Figure 1. Power grid.
Scale bar: 20 um. Pins as bars on the die edge.
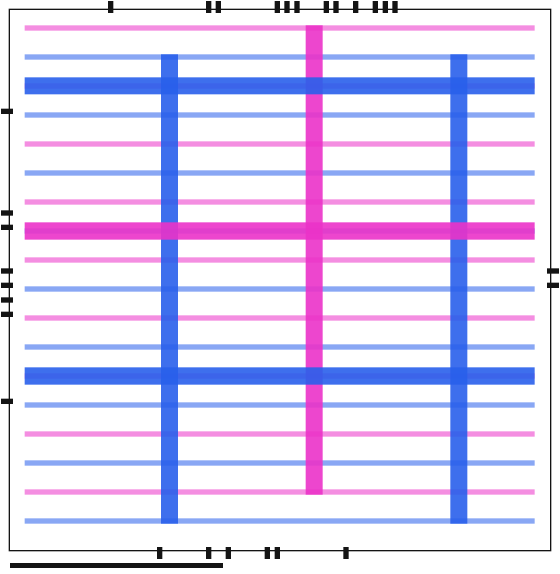
Figure 2. Cells coloured by class.
Scale bar: 20 um.
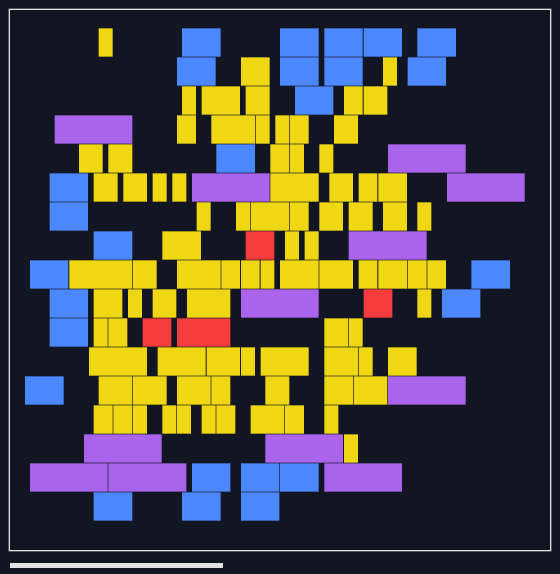
Figure 3. Clock network drawn from the DEF.
Scale bar: 20 um.
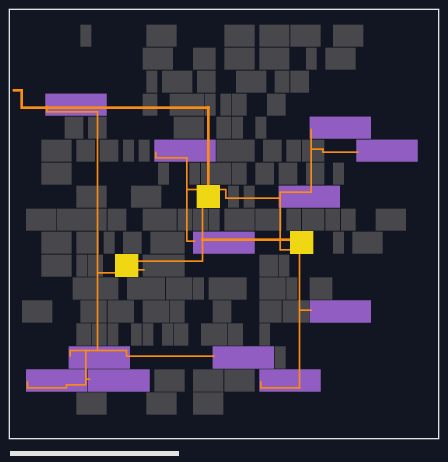
Figure 4. Metal layers overlaid.
Two of the layers only.
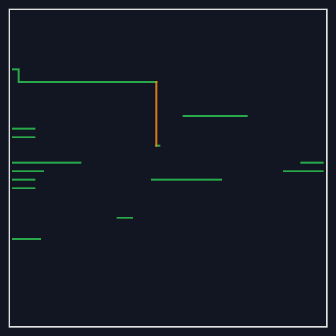
Figure 5. Cell outlines without signal wires.
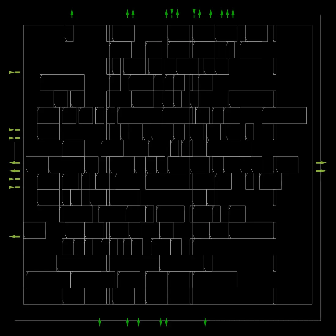
--- src/rtl/edp_muldiv_seq.sv ---
// rtl/edp_muldiv_seq.sv - EDP multiply / non-restoring divide microsequencer
module edp_muldiv_seq #(
    parameter int STEPS = 36,
    parameter int CNT_W = 6
) (
    input  logic             eboxClk,
    input  logic             eboxReset,
    input  logic             start,
    input  logic             opDiv,
    input  logic             abort,
    input  logic             adSign,
    input  logic             mqLsb,
    output logic             busy,
    output logic             done,
    output logic             divOverflow,
    output logic [6:0]       seqAD,
    output logic             seqARload,
    output logic             seqARXload,
    output logic [1:0]       seqMQsel,
    output logic             seqQbit,
    output logic [CNT_W-1:0] stepCount
);

    localparam logic [2:0] S_IDLE  = 3'd0;
    localparam logic [2:0] S_SETUP = 3'd1;
    localparam logic [2:0] S_STEP  = 3'd2;
    localparam logic [2:0] S_FIXUP = 3'd3;
    localparam logic [2:0] S_DONE  = 3'd4;

    localparam logic [6:0] AD_A_PLUS_B  = 7'h06;
    localparam logic [6:0] AD_A_MINUS_B = 7'h51;
    localparam logic [6:0] AD_A         = 7'h37;

    localparam logic [1:0] MQ_SHL  = 2'b01;
    localparam logic [1:0] MQ_SHR  = 2'b10;
    localparam logic [1:0] MQ_HOLD = 2'b11;

    localparam logic [CNT_W-1:0] CNT_LOAD = CNT_W'(STEPS);
    localparam logic [CNT_W-1:0] CNT_ONE  = CNT_W'(1);

    logic [2:0]       state;
    logic             op_div;
    logic             prev_neg;
    logic             div_ovf;
    logic [CNT_W-1:0] step_cnt;

    always_ff @(posedge eboxClk) begin
        if (eboxReset || (abort && state != S_IDLE)) begin
            state    <= S_IDLE;
            op_div   <= 1'b0;
            prev_neg <= 1'b0;
            div_ovf  <= 1'b0;
            step_cnt <= '0;
        end else begin
            case (state)
                S_IDLE: begin
                    if (start) begin
                        op_div   <= opDiv;
                        prev_neg <= 1'b0;
                        step_cnt <= CNT_LOAD;
                        state    <= S_SETUP;
                    end
                end
                S_SETUP: begin
                    // Trial subtract of the high dividend: non-negative means quotient overflow
                    if (op_div && !adSign) begin
                        div_ovf <= 1'b1;
                        state   <= S_DONE;
                    end else begin
                        prev_neg <= 1'b0;
                        state    <= S_STEP;
                    end
                end
                S_STEP: begin
                    step_cnt <= step_cnt - CNT_ONE;
                    if (op_div) begin
                        prev_neg <= adSign;
                    end
                    if (step_cnt == CNT_ONE) begin
                        state <= op_div ? S_FIXUP : S_DONE;
                    end
                end
                S_FIXUP: begin
                    state <= S_DONE;
                end
                S_DONE: begin
                    div_ovf  <= 1'b0;
                    op_div   <= 1'b0;
                    step_cnt <= '0;
                    state    <= S_IDLE;
                end
                default: begin
                    state <= S_IDLE;
                end
            endcase
        end
    end

    always_comb begin
        seqAD      = AD_A;
        seqARload  = 1'b0;
        seqARXload = 1'b0;
        seqMQsel   = MQ_HOLD;
        seqQbit    = 1'b0;
        case (state)
            S_SETUP: begin
                if (op_div) begin
                    seqAD = AD_A_MINUS_B;
                end
            end
            S_STEP: begin
                seqARload  = 1'b1;
                seqARXload = 1'b1;
                if (op_div) begin
                    // Non-restoring: add back after a negative partial remainder
                    seqAD    = prev_neg ? AD_A_PLUS_B : AD_A_MINUS_B;
                    seqMQsel = MQ_SHL;
                    seqQbit  = ~adSign;
                end else begin
                    seqAD    = mqLsb ? AD_A_PLUS_B : AD_A;
                    seqMQsel = MQ_SHR;
                end
            end
            S_FIXUP: begin
                if (prev_neg) begin
                    seqAD     = AD_A_PLUS_B;
                    seqARload = 1'b1;
                end
            end
            default: begin
                seqAD = AD_A;
            end
        endcase
    end

    assign busy        = (state != S_IDLE);
    assign done        = (state == S_DONE);
    assign divOverflow = div_ovf;
    assign stepCount   = step_cnt;

endmodule

--- config.mk ---
export PLATFORM = sky130hd
export DESIGN_NAME = edp_muldiv_seq
export DESIGN_NICKNAME = d
export VERILOG_FILES = /design/src/rtl/edp_muldiv_seq.sv
export SDC_FILE = /design/constraint.sdc
export NUM_CORES = 1
export LEC_CHECK = 0
export CORE_MARGIN = 1
export CORE_UTILIZATION = 35
export CTS_CLUSTER_DIAMETER = 50
export DETAILED_ROUTE_END_ITERATION = 8
export SYNTH_ARGS = -nofsm -noshare
export SYNTH_HDL_FRONTEND = slang
export SYNTH_SLANG_ARGS = --single-unit
--- constraint.sdc ---
create_clock -name eboxClk -period 3.6 [get_ports eboxClk]
set_clock_uncertainty 0.2 [all_clocks]
set_input_delay 0.9 -clock eboxClk [delete_from_list [all_inputs] [get_ports eboxClk]]
set_output_delay 0.9 -clock eboxClk [all_outputs]
set_load 0.02 [all_outputs]
==> deck_impl_summary.md <==
Flow Results at a Glance

GRT
  – Initial antenna violation count: 0
  – Met3 Use GR: 5.758%
  – Vias in the first global route: 684
  – Largest net degree at the start of global routing: 17
  – Met1 Usage GRT: 20.94%
  – Layer with the highest usage: met2

Critical path
  – Setup CP Type: input port to primary output
  – Reg-to-reg startpoint: state[1]
  – R2R setup slack: 1730 ps
  – Top cell by count, worst path: clkdlybuf4s50_1
  – Required @ worst endpoint: 2500 ps
  – CP Cell Sequence: clkdlybuf4s50_1 > mux2_2 > nand3_1 > clkdlybuf4s50_1
  – Max FO, Critical Path: 2
  – Critical Path Stages: 4
  – Crit-path leading delay family: buffers and inverters
  – Slowest stage delay, CP: 610 ps
  – R2R depth: 4

Final layout
  – Non-CTS buffers: 26
  – Multi-input logic area: 511.7 um2
  – # clk buffers: 4
  – Most frequent logic cell in the layout: clkdlybuf4s50_1
  – Layout cells sized above 1: 11.81%
  – Comb area share: 46.11%
  – Non-clk invs: 7
  – Layout clock area frac: between 3 and 4%

Route
  – DRC viols: 0
  – Routed vias/inst: 5.135
  – 1st-iter DRT viols: 22
  – Top routing layer in use: met4

Worst hold path
  – HP Start: prev_neg
  – Hold Crit Class: flip-flop to flip-flop
  – Hold path depth: 2

Floorplanning
  – Die area: 2565 um2

Synthesis
  – Ys flops: 12
  – Number of enable flip-flop cells: 0
  – Synth cell count leaders: nor2_1 (15), dfxtp_1 (12), a21oi_1 (6), inv_1 (6)
  – Yosys adder share: under 10%
  – Compound Share, Synth: a little over a fifth
  – Distinct lib cells: 45
  – Area fraction in and, or, nand and nor cells: a little under a third
  – Multiplexer share: under 10%
  – Seq share, synth: 29.00%
  – Post-synth top area share: 29.00%
  – Ys Warns: 0
  – Main flop type: dfxtp_1
  – Yosys chip area: just over 800 um2
  – Synth area leader: dfxtp_1
  – Asr flop ratio synth: 0%

STA
  – Setup TNS: 0 ps
  – Final setup violation count: 0
  – Worst-case hold slack: 295.4 ps
  – Fin crit share: ~95%
  – Worst-Margin Slew: ~540 ps
  – RSZ-0062 raised after global routing: false
  – Slew HR: 64.01%

Pwr
  – Lkg Pwr: 0.4022 nW
  – Seq pwr: 0.259 mW
  – Pwr/cell area: 819.4 nW/um2
  – Switching part of the total power: 45.84%
  – Comb power: between 0.5 and 0.6 mW

Outcome
  – Status: finished clean

Placement
  – Dpl cell area: around 1100 um2
  – Inst Count DP: 151
  – RD Place Congestion: 0.7249
  – Place WS: 196.7 ps

CTS
  – Clk buf depth: 2
  – Htree depth: 1
  – Clock transition at path regs: ~90 ps
  – CTS Buf Count: 3

Job
  – Log Warnings: 27
  – Max Cap Viol: 0
Back to the opening pictures, Figure 1:
legend:
  magenta:
    net: VDD
  blue:
    net: VSS
met5 straps: 3
met1 rails: 18
met4 straps: 3
Peak VDD IR: 428.8 uV
core region area: 2212 um2

Back to the opening pictures, Figure 2:
legend:
  yellow:
    class: remaining logic cells
    cells: 85
    share_of_their_area: 50%
  purple:
    class: registers
    cells: 12
    share_of_their_area: 22%
  red:
    class: clock drivers and dummy loads
    cells: 4
    share_of_their_area: 3.4%
  blue:
    class: remaining buffers and delay cells
    cells: 26
    share_of_their_area: 24%
Final Instance Area: 1110 um2
Seq/total area: 21.65%
final core utilization: 50.17%
Site Rows: 17

Back to the opening pictures, Figure 3:
legend:
  yellow:
    item: clock-net drivers
    count: 3
  orange:
    item: clock wires
    length: 212 um
  purple:
    item: flip-flops
    count: 12
routed clock nets: 4
Latency at later pin: 280 ps
Clk. pwr: 0.113 mW
clock network power share: 12.4%

Back to the opening pictures, Figure 4:
legend:
  green:
    layer: M3
    wire_length: 92.2 um
  orange:
    layer: M4
    wire_length: 10.2 um
via count: 796
WL/cell: 11.98 um
final WL: 1857 um
total track usage: 15.45%

Back to the opening pictures, Figure 5:
FILL cells: 232
Final Non-Filler Cells: 155
flop count: 12
number of well taps: 28

No activity file was given, so power comes from the tool's default toggle rates.
